## src/rtl/simpson_pkg.sv

```systemverilog
// simpson_pkg: shared FSM encoding, panel weights and default sizes for the
// Simpson polynomial integrator and its Horner evaluator.
package simpson_pkg;
  localparam int W_DEF = 16;
  localparam int DEG_DEF = 3;
  localparam int ACC_W_DEF = 48;
  localparam int SIMP_END = 2;
  localparam int SIMP_MID = 8;
  localparam int TRAP_W = 3;
  localparam int NORM = 6;
  typedef enum logic [2:0] {IDLE, CHECK, TRAP, PANEL, FIN, ERR} state_t;
  function automatic int ci_w(input int deg);
    return deg > 0 ? $clog2(deg + 1) : 1;
  endfunction
endpackage

```

## src/rtl/poly_horner_eval.sv

```systemverilog
// poly_horner_eval: sequential Horner evaluation of an unsigned polynomial,
// y valid with a one-cycle eval_done pulse DEG+1 cycles after eval_start.
module poly_horner_eval import simpson_pkg::*; #(
  parameter int DEG = DEG_DEF,
  parameter int W = W_DEF,
  parameter int ACC_W = ACC_W_DEF,
  parameter int CI_W = ci_w(DEG)
) (
  input  logic                clk,
  input  logic                rst,
  input  logic [DEG:0][W-1:0] coef,
  input  logic [W-1:0]        x,
  input  logic                eval_start,
  output logic                eval_done,
  output logic [ACC_W-1:0]    y
);
  logic [ACC_W-1:0] acc_q, acc_d, x_q, x_d;
  logic [CI_W-1:0] cnt_q, cnt_d, idx;
  logic run_q, run_d, done_q, done_d;
  always_comb begin
    idx = cnt_q - CI_W'(1);
    acc_d = acc_q;
    x_d = x_q;
    cnt_d = cnt_q;
    run_d = run_q;
    done_d = 1'b0;
    if (eval_start) begin
      acc_d = ACC_W'(coef[DEG]);
      x_d = ACC_W'(x);
      cnt_d = CI_W'(DEG);
      run_d = DEG != 0;
      done_d = DEG == 0;
    end else if (run_q) begin
      acc_d = acc_q * x_q + ACC_W'(coef[idx]);
      cnt_d = idx;
      run_d = cnt_q != CI_W'(1);
      done_d = cnt_q == CI_W'(1);
    end
  end
  always_ff @(posedge clk or posedge rst) begin
    if (rst) begin
      acc_q <= '0;
      x_q <= '0;
      cnt_q <= '0;
      run_q <= 1'b0;
      done_q <= 1'b0;
    end else begin
      acc_q <= acc_d;
      x_q <= x_d;
      cnt_q <= cnt_d;
      run_q <= run_d;
      done_q <= done_d;
    end
  end
  assign eval_done = done_q;
  assign y = acc_q;
endmodule

```

## src/rtl/simpson_poly_integrator.sv

```systemverilog
// simpson_poly_integrator: integrates an unsigned polynomial over [a,b] with unit
// step using Simpson panels plus one trapezoid for odd spans, one final divide by 6.
module simpson_poly_integrator import simpson_pkg::*; #(
  parameter int W = W_DEF,
  parameter int DEG = DEG_DEF,
  parameter int ACC_W = ACC_W_DEF,
  parameter int CI_W = ci_w(DEG)
) (
  input  logic            clk,
  input  logic            rst,
  input  logic            coef_we,
  input  logic [CI_W-1:0] coef_idx,
  input  logic [W-1:0]    coef_data,
  input  logic            start,
  input  logic [W-1:0]    a,
  input  logic [W-1:0]    b,
  output logic            busy,
  output logic            done,
  output logic            error,
  output logic [W-1:0]    result,
  output logic            ovf
);
  state_t state_q, state_d;
  logic [DEG:0][W-1:0] coef_q, coef_d;
  logic [W-1:0] p_q, p_d, hi_q, hi_d, b_q, b_d, result_q, result_d, x_node, p_nx;
  logic [ACC_W-1:0] f0_q, f0_d, f1_q, f1_d, n_q, n_d, y, simp, trap, quot;
  logic [1:0] off_q, off_d, off_n;
  logic run_q, run_d, first_q, first_d, busy_q, busy_d, done_q, done_d;
  logic error_q, error_d, ovf_q, ovf_d, eval_start, eval_done, odd;

  poly_horner_eval #(.DEG(DEG), .W(W), .ACC_W(ACC_W), .CI_W(CI_W)) u_eval (
    .clk(clk),
    .rst(rst),
    .coef(coef_q),
    .x(x_node),
    .eval_start(eval_start),
    .eval_done(eval_done),
    .y(y)
  );

  // off tracks which node of the current panel/trapezoid is in the evaluator;
  // the next node is issued in the same cycle the previous one completes
  always_comb begin
    coef_d = coef_q;
    if (coef_we && !busy_q && int'(coef_idx) <= DEG) coef_d[coef_idx] = coef_data;
    odd = b_q[0] ^ p_q[0];
    p_nx = p_q + W'(2);
    simp = ACC_W'(SIMP_END) * (f0_q + y) + ACC_W'(SIMP_MID) * f1_q;
    trap = ACC_W'(TRAP_W) * (f1_q + y);
    state_d = state_q;
    p_d = p_q;
    hi_d = hi_q;
    b_d = b_q;
    f0_d = f0_q;
    f1_d = f1_q;
    n_d = n_q;
    off_d = off_q;
    off_n = off_q;
    run_d = run_q;
    first_d = first_q;
    eval_start = 1'b0;
    case (state_q)
      IDLE: if (start) begin
        state_d = CHECK;
        p_d = a;
        b_d = b;
        n_d = '0;
        first_d = 1'b1;
        run_d = 1'b0;
      end
      CHECK: begin
        hi_d = odd ? b_q - W'(1) : b_q;
        state_d = p_q >= b_q ? ERR : odd ? TRAP : PANEL;
      end
      TRAP: begin
        if (eval_done && off_q == 2'd0) f1_d = y;
        if (!run_q || (eval_done && off_q == 2'd0)) begin
          eval_start = 1'b1;
          off_n = {1'b0, run_q};
          off_d = off_n;
          run_d = 1'b1;
        end else if (eval_done) begin
          n_d = n_q + trap;
          run_d = 1'b0;
          state_d = p_q == hi_q ? FIN : PANEL;
        end
      end
      PANEL: begin
        if (eval_done && off_q == 2'd0) f0_d = y;
        if (eval_done && off_q == 2'd1) f1_d = y;
        if (!run_q || (eval_done && off_q != 2'd2)) begin
          eval_start = 1'b1;
          off_n = !run_q ? {1'b0, !first_q} : off_q + 2'd1;
          off_d = off_n;
          run_d = 1'b1;
        end else if (eval_done) begin
          n_d = n_q + simp;
          f0_d = y;
          first_d = 1'b0;
          p_d = p_nx;
          run_d = 1'b0;
          state_d = p_nx == hi_q ? FIN : PANEL;
        end
      end
      default: state_d = IDLE;
    endcase
    x_node = (state_q == TRAP ? b_q - W'(1) : p_q) + W'(off_n);
    quot = n_d / ACC_W'(NORM);
    busy_d = state_d != IDLE;
    done_d = state_d == FIN;
    error_d = state_d == ERR;
    result_d = done_d ? quot[W-1:0] : result_q;
    ovf_d = done_d ? |(quot >> W) : ovf_q;
  end

  always_ff @(posedge clk or posedge rst) begin
    if (rst) begin
      state_q <= IDLE;
      coef_q <= '0;
      p_q <= '0;
      hi_q <= '0;
      b_q <= '0;
      f0_q <= '0;
      f1_q <= '0;
      n_q <= '0;
      off_q <= '0;
      run_q <= 1'b0;
      first_q <= 1'b0;
      busy_q <= 1'b0;
      done_q <= 1'b0;
      error_q <= 1'b0;
      result_q <= '0;
      ovf_q <= 1'b0;
    end else begin
      state_q <= state_d;
      coef_q <= coef_d;
      p_q <= p_d;
      hi_q <= hi_d;
      b_q <= b_d;
      f0_q <= f0_d;
      f1_q <= f1_d;
      n_q <= n_d;
      off_q <= off_d;
      run_q <= run_d;
      first_q <= first_d;
      busy_q <= busy_d;
      done_q <= done_d;
      error_q <= error_d;
      result_q <= result_d;
      ovf_q <= ovf_d;
    end
  end

  assign busy = busy_q;
  assign done = done_q;
  assign error = error_q;
  assign result = result_q;
  assign ovf = ovf_q;
endmodule

```

## config.mk

```make
export PLATFORM = sky130hd
export DESIGN_NAME = simpson_poly_integrator
export DESIGN_NICKNAME = d
export VERILOG_FILES = /design/src/rtl/simpson_pkg.sv /design/src/rtl/poly_horner_eval.sv /design/src/rtl/simpson_poly_integrator.sv
export SDC_FILE = /design/constraint.sdc
export NUM_CORES = 2
export LEC_CHECK = 0
export CAP_MARGIN = 20
export CORE_UTILIZATION = 62
export CTS_CLUSTER_SIZE = 12
export DETAILED_ROUTE_END_ITERATION = 16
export PLACE_DENSITY = 0.77
export SETUP_SLACK_MARGIN = 0.02
export SLEW_MARGIN = 20
export SYNTH_ARGS = -nofsm -noshare
export SYNTH_HDL_FRONTEND = slang
export SYNTH_SLANG_ARGS = --single-unit
```

## constraint.sdc

```tcl
create_clock -name clk -period 25.6 [get_ports clk]
set_input_delay 5.12 -clock clk [delete_from_list [all_inputs] [get_ports clk]]
set_output_delay 5.12 -clock clk [all_outputs]
set_load 0.02 [all_outputs]
```

==> images/gates.png <==
(1.5 px per um)
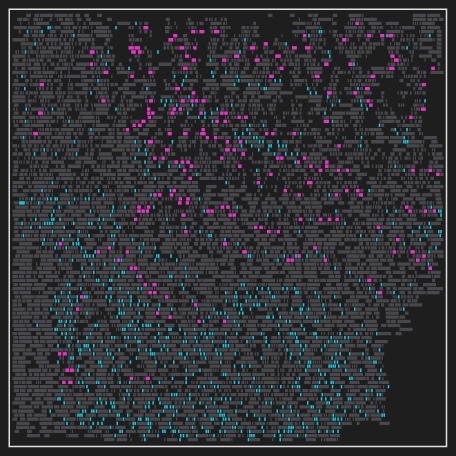
legend:
  non-inverting ao/oa cells:
    colour: magenta
    cells: 209
  inv cells:
    colour: cyan
    cells: 891
    where: widely spread
most instantiated logic cell after routing: inv_1
Comb/total area: 69.7%
Layout Cells excl Fill: 7035

==> results_slide.txt <==
Key Metrics from the Run

Placed design
  • Pre-CTS setup slack: 2.78 ns
  • DP Area: 53200 um^2
  • Dpl hpwl: 115000 um
  • Placed Cells: 6952

Worst setup path
  • Reg2reg start: u_eval.y[0]
  • Worst Path Required: 26.07 ns
  • R2R depth: 94
  • CP startpoint: u_eval.y[0]
  • Most common cell on crit path: a21oi_1
  • Critical Path Sink Type: flop
  • Reg2reg end: result[0]
  • Setup crit end: result[0]

Detailed routing
  • ANT nets after route: 0
  • DRT Pass-1 Iters: 6
  • Total length of routed wires: 150000 um
  • Via Count: 43600
  • DR iter-0 viols: 3709

Synth
  • Mapped cell area: 51600 um^2
  • Synth logic family: adder cells
  • Post-Synth Adder-Cell Area: 32.5%
  • Synth area leader: fa_1
  • Area leader share: 24.3%
  • Post-synth mux share: 4.91%
  • Warnings, synthesis: 0
  • Synth async-reset ratio: 100%
  • Yosys cell types: 112
  • Ys flop type: dfrtp_1
  • Avg Cell Area, Syn: 8.54 um^2
  • Cell types with the highest counts after synthesis: 878 x inv_1, 842 x nand2_1, 626 x fa_1
  • Synth top cell by count: inv_1

Worst hold path
  • WHS Path Cells: 2
  • Worst min-delay path endpoint: result[6]

Run status
  • Status: finished, final reports clean

Final layout
  • Area Overhead vs Synth: 6.29%
  • Fill cells: 6769
  • Top Layout Cells: 876 x inv_1, 841 x nand2_1, 626 x fa_1, 350 x dfrtp_1, 342 x a21oi_1
  • Cell area after layout: 54800 um^2
  • Layout cells sized above 1: 7.01%
  • Nets@finish: 6949
  • Layout Utilization: 66.7%

Global route
  • Initial antenna violation count: 9
  • Largest net degree at the start of global routing: 81
  • M3 GR Usage: 7.91%
  • Gr usage total: 36.3%

Timing
  • Final Setup Violations: 0
  • Worst slew pin tran: 1.18 ns
  • Hold_ws: 0.471 ns
  • Final Max-Slew Violation Tally: 0
  • Clock Skew: 0.0387 ns
  • Final worst-path cycle share: 90.5%
  • Worst setup margin: 2.44 ns
  • RSZ-0062 raised after global routing: false

Clock tree
  • Post-cts sizing count: 0
  • Num CTS Buffers: 45
  • Root buffer cell: clkbuf_16
  • Clock Latency Late Sink: 0.61 ns
  • CTS Hold Buffers Added: 0

Floorplanning
  • FP Util: 62.7%
  • Die Ht: 290 um
  • FP Rows: 105
  • Core ar.: 82200 um^2
  • I/O pins: 74

Job
  • Total tool warning count: 28
  • Max Cap Viol: 0
==> images/m3.png <==
(1 px per um)
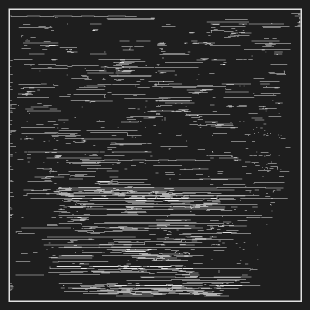
share of all routed wire: 9.8%
wire length on this layer: 14600 um
main direction: horizontal

layout make-up:
class | count | area, um^2 | area share, %
multi-input cells | 4464 | 38200 | 69.7
flip-flops and latches | 350 | 8760 | 16.0
inverters | 891 | 3350 | 6.11
repair buffers | 179 | 1540 | 2.81
well taps | 1070 | 1340 | 2.44
clock buffers | 62 | 1270 | 2.32
clock inverters | 18 | 353 | 0.643
diodes | 1 | 2.50 | 0.00456
worst register-to-register path, delay by kind of cell (launching register included):
family / cells / cell delay, ns
buffers and inverters: 3 / 0.39
AND-OR/OR-AND: 68 / 15.57
AND/OR/NAND/NOR: 15 / 3.92
adder cells (fa/ha/maj): 3 / 1.10
XOR/XNOR: 2 / 0.71
multiplexers: 3 / 0.97
flip-flops: 1 / 0.37
